File: src/rtl/ram_burst_reader_if.sv
// Bundle between the burst read sequencer, the preloaded RAM and the downstream consumer.
// The sequencer connects through the slave modport.
interface ram_burst_reader_if #(
  parameter int DATA_WIDTH = 8,
  parameter int ADDR_WIDTH = 5
);
  logic                  start;
  logic [ADDR_WIDTH-1:0] base_addr;
  logic [ADDR_WIDTH:0]   len;
  logic [ADDR_WIDTH-1:0] ram_addr;
  logic [DATA_WIDTH-1:0] ram_q;
  logic [DATA_WIDTH-1:0] out_data;
  logic                  out_vld;
  logic                  out_rdy;
  logic                  busy;
  logic                  done;

  modport master (
    output start, base_addr, len, ram_q, out_rdy,
    input  ram_addr, out_data, out_vld, busy, done
  );

  modport slave (
    input  start, base_addr, len, ram_q, out_rdy,
    output ram_addr, out_data, out_vld, busy, done
  );
endinterface

File: src/rtl/ram_burst_reader.sv
// Walks a contiguous (wrapping) RAM address range and streams the words out through a
// 2-entry buffer that hides the RAM's one-cycle read latency under consumer backpressure.
module ram_burst_reader #(
  parameter int DATA_WIDTH = 8,
  parameter int ADDR_WIDTH = 5
) (
  input  logic                clk,
  input  logic                rst_n,
  ram_burst_reader_if.slave   bus
);
  typedef enum logic [1:0] {
    IDLE = 2'd0,
    RUN  = 2'd1,
    FIN  = 2'd2
  } state_t;

  localparam logic [ADDR_WIDTH:0] CNT_ZERO = {(ADDR_WIDTH+1){1'b0}};
  localparam logic [ADDR_WIDTH:0] CNT_ONE  = {{ADDR_WIDTH{1'b0}}, 1'b1};

  state_t                state_r;
  state_t                state_s;
  logic [ADDR_WIDTH-1:0] base_r;
  logic [ADDR_WIDTH:0]   len_r;
  logic [ADDR_WIDTH:0]   issued_r;
  logic [ADDR_WIDTH:0]   accepted_r;
  logic                  inflight_r;
  logic [1:0]            count_r;
  logic                  head_r;
  logic                  tail_r;
  logic [DATA_WIDTH-1:0] buf_r [2];

  logic                  pop_s;
  logic                  push_s;
  logic                  issue_s;
  logic                  last_acc_s;
  logic [2:0]            credit_s;

  // Issue/accept decisions; credit counts buffered words plus the read still in flight.
  always_comb begin
    pop_s      = (count_r != 2'd0) && bus.out_rdy;
    push_s     = inflight_r;
    credit_s   = {1'b0, count_r} + {2'b00, inflight_r} - {2'b00, pop_s};
    issue_s    = (state_r == RUN) && (issued_r < len_r) && (credit_s < 3'd2);
    last_acc_s = (state_r == RUN) && pop_s && ((accepted_r + CNT_ONE) == len_r);
  end

  // Next-state logic.
  always_comb begin
    state_s = state_r;
    case (state_r)
      IDLE: begin
        if (bus.start) begin
          state_s = (bus.len == CNT_ZERO) ? FIN : RUN;
        end else begin
          state_s = IDLE;
        end
      end
      RUN: begin
        if (last_acc_s) begin
          state_s = FIN;
        end else begin
          state_s = RUN;
        end
      end
      FIN:     state_s = IDLE;
      default: state_s = IDLE;
    endcase
  end

  // State register.
  always_ff @(posedge clk or negedge rst_n) begin
    if (!rst_n) begin
      state_r <= IDLE;
    end else begin
      state_r <= state_s;
    end
  end

  // Burst parameters, issue/accept counters and the in-flight flag.
  always_ff @(posedge clk or negedge rst_n) begin
    if (!rst_n) begin
      base_r     <= {ADDR_WIDTH{1'b0}};
      len_r      <= CNT_ZERO;
      issued_r   <= CNT_ZERO;
      accepted_r <= CNT_ZERO;
      inflight_r <= 1'b0;
    end else begin
      if ((state_r == IDLE) && bus.start) begin
        base_r     <= bus.base_addr;
        len_r      <= bus.len;
        issued_r   <= CNT_ZERO;
        accepted_r <= CNT_ZERO;
      end else begin
        if (issue_s) begin
          issued_r <= issued_r + CNT_ONE;
        end
        if (pop_s) begin
          accepted_r <= accepted_r + CNT_ONE;
        end
      end
      inflight_r <= issue_s;
    end
  end

  // Two-entry output FIFO; the RAM word lands in the tail the cycle after its read issues.
  always_ff @(posedge clk or negedge rst_n) begin
    if (!rst_n) begin
      buf_r[0] <= {DATA_WIDTH{1'b0}};
      buf_r[1] <= {DATA_WIDTH{1'b0}};
      head_r   <= 1'b0;
      tail_r   <= 1'b0;
      count_r  <= 2'd0;
    end else begin
      if (push_s) begin
        buf_r[tail_r] <= bus.ram_q;
        tail_r        <= ~tail_r;
      end
      if (pop_s) begin
        head_r <= ~head_r;
      end
      case ({push_s, pop_s})
        2'b10:   count_r <= count_r + 2'd1;
        2'b01:   count_r <= count_r - 2'd1;
        default: count_r <= count_r;
      endcase
    end
  end

  assign bus.ram_addr = base_r + issued_r[ADDR_WIDTH-1:0];
  assign bus.out_vld  = (count_r != 2'd0);
  assign bus.out_data = buf_r[head_r];
  assign bus.busy     = (state_r != IDLE);
  assign bus.done     = (state_r == FIN);
endmodule

File: src/flat_wrapper.sv
// flat-port wrapper written by rule: the top's interface ports become plain ports
module ram_burst_reader_flat 
#(
  parameter int DATA_WIDTH = 8,
  parameter int ADDR_WIDTH = 5
)
  (clk, rst_n, bus_start, bus_base_addr, bus_len, bus_ram_q, bus_out_rdy, bus_ram_addr, bus_out_data, bus_out_vld, bus_busy, bus_done);
  ram_burst_reader_if #(.DATA_WIDTH(DATA_WIDTH), .ADDR_WIDTH(ADDR_WIDTH)) bus_i ();
  input  logic clk;
  input  logic rst_n;
  input wire logic [$bits(bus_i.start)-1:0] bus_start;
  input wire logic [$bits(bus_i.base_addr)-1:0] bus_base_addr;
  input wire logic [$bits(bus_i.len)-1:0] bus_len;
  input wire logic [$bits(bus_i.ram_q)-1:0] bus_ram_q;
  input wire logic [$bits(bus_i.out_rdy)-1:0] bus_out_rdy;
  output wire logic [$bits(bus_i.ram_addr)-1:0] bus_ram_addr;
  output wire logic [$bits(bus_i.out_data)-1:0] bus_out_data;
  output wire logic [$bits(bus_i.out_vld)-1:0] bus_out_vld;
  output wire logic [$bits(bus_i.busy)-1:0] bus_busy;
  output wire logic [$bits(bus_i.done)-1:0] bus_done;
  assign bus_i.start = bus_start;
  assign bus_i.base_addr = bus_base_addr;
  assign bus_i.len = bus_len;
  assign bus_i.ram_q = bus_ram_q;
  assign bus_i.out_rdy = bus_out_rdy;
  assign bus_ram_addr = bus_i.ram_addr;
  assign bus_out_data = bus_i.out_data;
  assign bus_out_vld = bus_i.out_vld;
  assign bus_busy = bus_i.busy;
  assign bus_done = bus_i.done;
  ram_burst_reader #(.DATA_WIDTH(DATA_WIDTH), .ADDR_WIDTH(ADDR_WIDTH)) u_core (.clk(clk), .rst_n(rst_n), .bus(bus_i));
endmodule
File: config.mk
export PLATFORM = sky130hd
export DESIGN_NAME = ram_burst_reader_flat
export DESIGN_NICKNAME = d
export VERILOG_FILES = /design/src/rtl/ram_burst_reader_if.sv /design/src/rtl/ram_burst_reader.sv /design/src/flat_wrapper.sv
export SDC_FILE = /design/constraint.sdc
export NUM_CORES = 1
export LEC_CHECK = 0
export ABC_AREA = 1
export CAP_MARGIN = 20
export CORE_MARGIN = 5
export CORE_UTILIZATION = 55
export DETAILED_ROUTE_END_ITERATION = 12
export PLACE_DENSITY = 0.81
export SYNTH_ARGS = -nofsm -noshare
export SYNTH_HDL_FRONTEND = slang
export SYNTH_SLANG_ARGS = --single-unit
export TNS_END_PERCENT = 100
File: constraint.sdc
create_clock -name clk -period 4.6 [get_ports clk]
set_clock_uncertainty 0.1 [all_clocks]
set_input_delay 0.92 -clock clk [delete_from_list [all_inputs] [get_ports clk]]
set_output_delay 0.92 -clock clk [all_outputs]
set_load 0.01 [all_outputs]
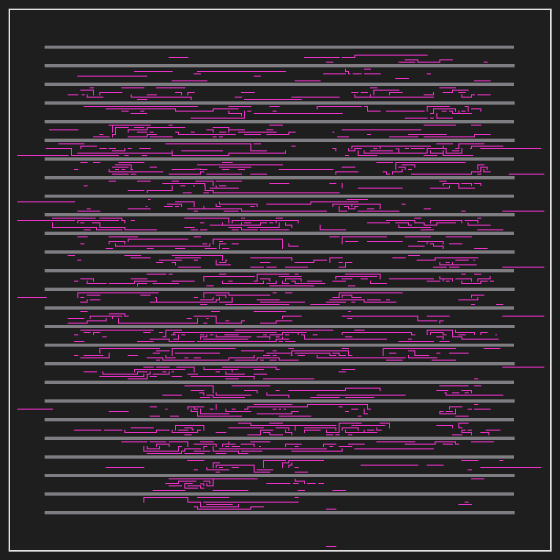
(run_1/met1.png)
Supply wires on this layer in grey.
- wire length on this layer: 2450 um
- longest straight run: 18.4 um
- share of all routed wire: 48%
grt met1 use: 0.2280
DR vias: 2174
Routed WL: 5135 um

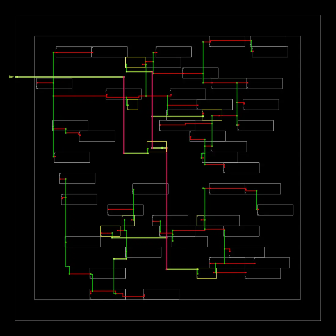
(run_1/final_clocks.png)
clock buffers: 5
total CTS buffers: 5

==> results.py, run 1 <==
# Synthesis and PnR figures
metrics = {
    "run_status": {
        "status": "completed",
    },
    "die": {
        "ios": 39,
        "taps": 54,
        "fp-utilization": 0.5597,
    },
    "job": {
        "drv_cap": 0,
    },
    "route": {
        "final_antenna_net_count": 0,
        "routedWlPerCell_um": 12.03,
        "drc_errors": 0,
        "drtIter0Drc": 84,
        "first_pass_iters": 4,
    },
    "hold_path": {
        "hold_end": "u_core.base_r[2]",
        "whs_path_depth": 2,
    },
    "worst_setup_path": {
        "r2r_end": "u_core.issued_r[5]",
        "path_buffers": 2,
        "crit_required_ns": 3.58,
        "critPathLaunch": "u_core.issued_r[0]",
        "crit_path_end": "bus_ram_addr[4]",
        "arrival_ns": 2.38,
        "critPathTopFamily": "buffers and inverters",
        "crit_path_max_fanout": 5,
        "start_kind": "register",
    },
    "pwr": {
        "switchingPower_mw": 0.8899,
        "swShare": 0.4278,
        "pwr-share-clk": 0.120,
        "pwr-share-seq": 0.352,
        "leakagePower_nw": 1.631,
        "power_frac_comb": 0.528,
    },
    "global_routing": {
        "antenna_found_initial": 0,
        "grt_pass1_wl_um": 9045,
        "grt_usage": 0.1812,
        "grt_max_degree": 47,
    },
    "layout": {
        "finalNonFillerCells": 427,
        "antennaDiodeCount": 0,
        "logic_gates": 229,
        "syn2layout_area_growth_pct": 20.14,
        "ff_latch_area_mm2": 0.001151,
        "final-comb-area_mm2": 0.001222,
        "clk_share": 0.02874,
        "ff_count": 46,
        "layout_top_cell": "nand2_1",
        "fillers": 382,
        "n_all_inverters": 50,
        "final-nonclk-buf-share": 0.1309,
        "layout.nets": 410,
        "sh_seq_area": 0.3673,
    },
    "synthesis": {
        "yosysTopAreaCellShare": 0.4412,
        "synthTopCellsByArea": "dfrtp_1 44%, nand2_1 16%, inv_1 6.8%",
        "edf_count": 0,
        "synth.most_common_cell": "nand2_1",
        "ys_seq_share": 0.4412,
        "syn-cell-area_mm2": 0.002609,
        "ys_cells": 332,
        "avgSynthCellArea_um2": 7.858,
        "ys_async_sr_fraction": 1.000,
    },
    "timing": {
        "maxSlewViolCount": 0,
        "period_minus_slack_ns": 3.395,
        "setup_violations": 0,
        "final-hold-violation-count": 0,
        "rsz0062_at_grt": "no",
    },
    "cts": {
        "postCtsSetupBuffers": 0,
        "ctsResizeCount": 0,
        "cts_root_buf": "clkbuf_8",
        "cts_tree": "built",
        "clockBufferDepth": 2,
        "clock-sinks": 46,
        "hold_buffers": 0,
        "cts_max_level": 2,
    },
    "placed_design": {
        "hpwlAfterDp_um": 3875,
    },
}
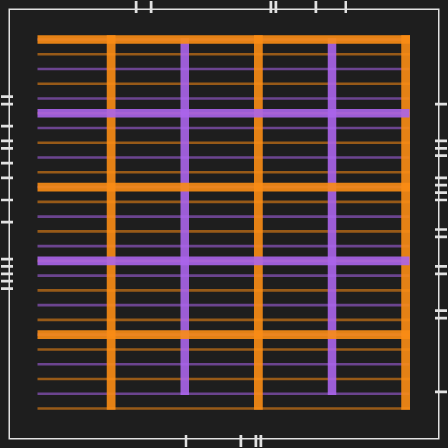
(run_1/pdn.png)
Pins as bars on the die edge.
- VDD: purple
- VSS: orange
- met5 straps: 5
- signal pins: 39
- met1 rails: 26
- rows: 25
- met4 straps: 5
die height: 78.87 um
total core area: 0.004661 mm^2
maximum VDD drop: 0.0003661 V
die width: 78.87 um

## run 1: sequential cells by signal, summed over array words and instances, names as in the netlist
name and cells:
u_core.buf_r 16, u_core.head_r 1, u_core.issued_r 6, u_core.len_r 6
u_core.tail_r 1, u_core.count_r 2, u_core.accepted_r 6, u_core.base_r 5
u_core.inflight_r 1, u_core.state_r 2
## run 1: layer usage
| layer | track usage | routed length (um) | part of all wire | vias up |
|---|---|---|---|---|
| met1 | 0.2280 | 2450 | 0.48 | 992 |
| met2 | 0.3073 | 2362 | 0.46 | 50 |
| met3 | 0.04422 | 250 | 0.049 | 8 |
| li1 | - | - | - | 1124 |
| met4 | 0.05842 | 70 | 0.014 | 0 |
| met5 | 0 | 0 | 0 | - |
## run 1: metrics by stage
stage | hold WS [ns] | cell area [um^2] | utilization | power [mW] | setup slack, ns
6_report | 0.3877 | 3134 | 0.6725 | 2.080 | 1.205
5_1_grt | 0.4107 | 3134 | 0.6725 | 2.290 | 1.056
4_1_cts | 0.3954 | 3107 | 0.6666 | 2.103 | 1.189
3_5_place_dp | 0.3715 | 3017 | 0.6472 | 1.843 | 1.187
3_3_place_gp | 0.3661 | 3017 | 0.6472 | 1.808 | 1.228
2_1_floorplan | 0.3528 | 2609 | - | 1.453 | 1.824
## run 1: cells by family (layout without fill, tap and decap cells)
family	Yosys count	after routing	synth area share
adders and majority gates	15	15	0.07770
buffers and inverters	57	98	0.09017
xor gates and xnor gates	10	10	0.03358
and+or+nand+nor	165	165	0.2815
DFF	46	46	0.4412
AOI/OAI and AO/OA	39	39	0.07578
## run 1: power by group through the flow
stage,Sequential [mW],Combinational [mW],Clock [mW]
floorplan,0.691,0.762,0
global placement,0.733,1.08,0
detailed placement,0.741,1.10,0
CTS,0.734,1.11,0.261
global route,0.762,1.25,0.276
finish,0.733,1.10,0.249
==> run_1/registers.png <==
Other sequential cells in the stronger grey, the rest of the logic in the fainter grey.
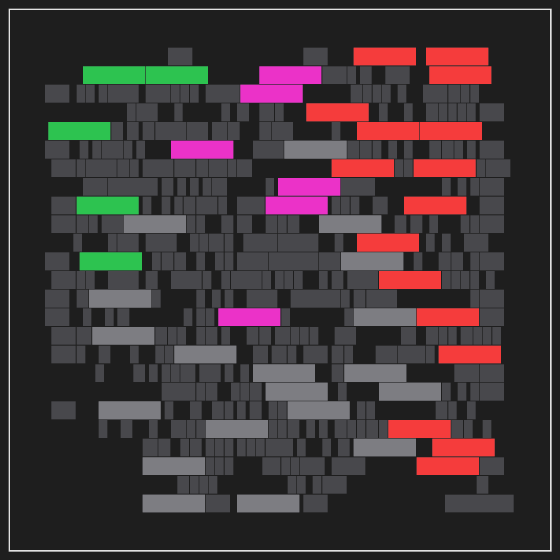

==> run 2: changes to the inputs <==
Settings changed: CORE_UTILIZATION 55 to 49, PLACE_DENSITY 0.81 to 0.76.
Clock period 4.6 ns to 2.85 ns, I/O delays scaled along.
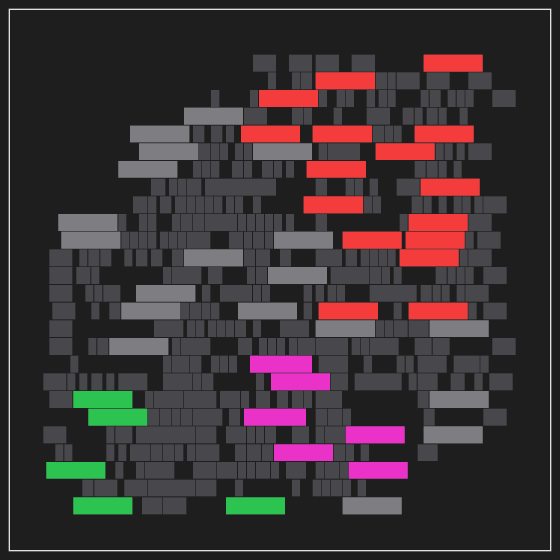
(run_2/registers.png)
Other sequential cells in the stronger grey, the rest of the logic in the fainter grey.
- u_core.buf_r: red (sequential cells 16)
- u_core.issued_r: magenta (sequential cells 6; where bottom middle)
- u_core.base_r: green (sequential cells 5; where bottom left)
Finished Core Util: 0.6237
Seq power: 1.18 mW
register area: 0.001154 mm^2
flop share of the area: 0.3599

==> run 2 against run 1 <==
  * Total power increased by 70%
  * First-iteration DRC count rose by 65%
  * Synthesized cell count did not move
  * Sequential share of layout area is 0.74 points lower
  * Wire length rose by 7.8%
  * Register-to-register slack got worse by 1.7 ns
  * Synthesized area unchanged
  * Global-route usage fell by 1.0 points
  * Combinational power is 71% higher
  * Critical path depth is 1 lower
  * Sequential power increased by 61%
==> results.py, run 2 <==
# Synthesis and PnR figures
metrics = {
    "run_status": {
        "status": "completed",
    },
    "route": {
        "routedWlPerCell_um": 12.35,
        "final_antenna_net_count": 0,
        "first_pass_iters": 4,
        "vias": 2231,
        "drt-total-wl_um": 5535,
        "drc_errors": 0,
    },
    "cts": {
        "clockBufferDepth": 2,
        "hold_buffers": 0,
        "cts_tree": "built",
        "cts_root_buf": "clkbuf_8",
    },
    "synthesis": {
        "edf_count": 0,
        "yosysTopAreaCellShare": 0.4412,
        "top_logic_kind": "simple AND/OR/NAND/NOR gates",
        "syn-cell-area_mm2": 0.002609,
        "synth.most_common_cell": "nand2_1",
        "xor_share": 0.03357,
        "avgSynthCellArea_um2": 7.858,
        "synthAoiAreaFrac": 0.07578,
        "ys_seq_share": 0.4412,
        "simple_gate_share": 0.2815,
        "ys_cells": 332,
    },
    "timing": {
        "period_minus_slack_ns": 2.717,
        "setup_ws_ns": 0.1330,
        "setup_violations": 0,
        "rsz0062_at_grt": "no",
        "final-hold-violation-count": 0,
    },
    "worst_setup_path": {
        "crit_path_max_fanout": 3,
        "start_kind": "register",
        "critPathTopFamily": "buffers and inverters",
        "path_buffers": 2,
        "critPathLaunch": "u_core.issued_r[0]",
    },
    "layout": {
        "antennaDiodeCount": 0,
        "syn2layout_area_growth_pct": 22.88,
    },
    "global_routing": {
        "grt_usage": 0.1711,
        "antenna_found_initial": 0,
        "grt_pass1_wl_um": 9749,
    },
    "pwr": {
        "p_total_mw": 3.544,
    },
    "placed_design": {
        "hpwlAfterDp_um": 4172,
        "pre_cts_ws_ns": -0.06745,
    },
    "die": {
        "die_h_um": 82.97,
        "fp-utilization": 0.5075,
    },
}
-- run 2: metal layers --
metal  track usage  wire [um]  up-vias
met5             0          0        -
met4       0.06092        107        0
met3       0.04059        279       11
met2        0.2974       2640       60
met1        0.2058       2508     1027
li1              -          -     1133
-- run 2: stage by stage --
step	hold slack [ns]	area [um^2]	std cells
CTS	0.09765	3184	447
detailed placement	0.3700	3074	439
global route	0.1204	3206	448
floorplan	0.1744	2609	332
finish	0.08897	3206	448
global placement	0.3655	3074	439
-- run 2: layout make-up --
type                       count  area (um^2)  area share
multi-input combinational    229         1235      0.3852
sequential                    46         1154      0.3599
timing repair buffer          45        426.7      0.1331
inverter                      50        192.7     0.06011
tap                           70        87.58     0.02732
clock buffer                   6        72.57     0.02264
clock inverter                 2        37.54     0.01171
-- run 2: cell families (layout without fill, tap and decap cells) --
group	Yosys count	count (layout)
AOI/OAI and AO/OA	39	39
xor gates and xnor gates	10	10
adders and majority gates	15	15
buffers and inverters	57	103
DFF	46	46
and+or+nand+nor	165	165
-- run 2: repair_timing --
item	in CTS	in global routing
pin swaps	0	0
endpoints found under the setup margin	1	2
setup buffers	0	1
gates resized	3	2
-- run 2: how the worst min path moves through the flow --
stage	cells after the start	end	start
detailed placement	2	u_core.base_r[0]	u_core.base_r[0]
global placement	2	u_core.buf_r[12]	u_core.buf_r[12]
floorplan	0	u_core.accepted_r[0]	rst_n
global route	1	u_core.base_r[2]	rst_n
CTS	1	u_core.base_r[2]	rst_n
finish	1	u_core.base_r[2]	rst_n
-- run 2: power by group --
part	internal [mW]	switching, mW	total, mW
Sequential	0.942	0.236	1.18
Clock	0.262	0.228	0.490
Combinational	0.860	1.02	1.88
Total	2.06	1.48	3.54
Power figures rest on the tool's default switching activity, not on a simulated workload.
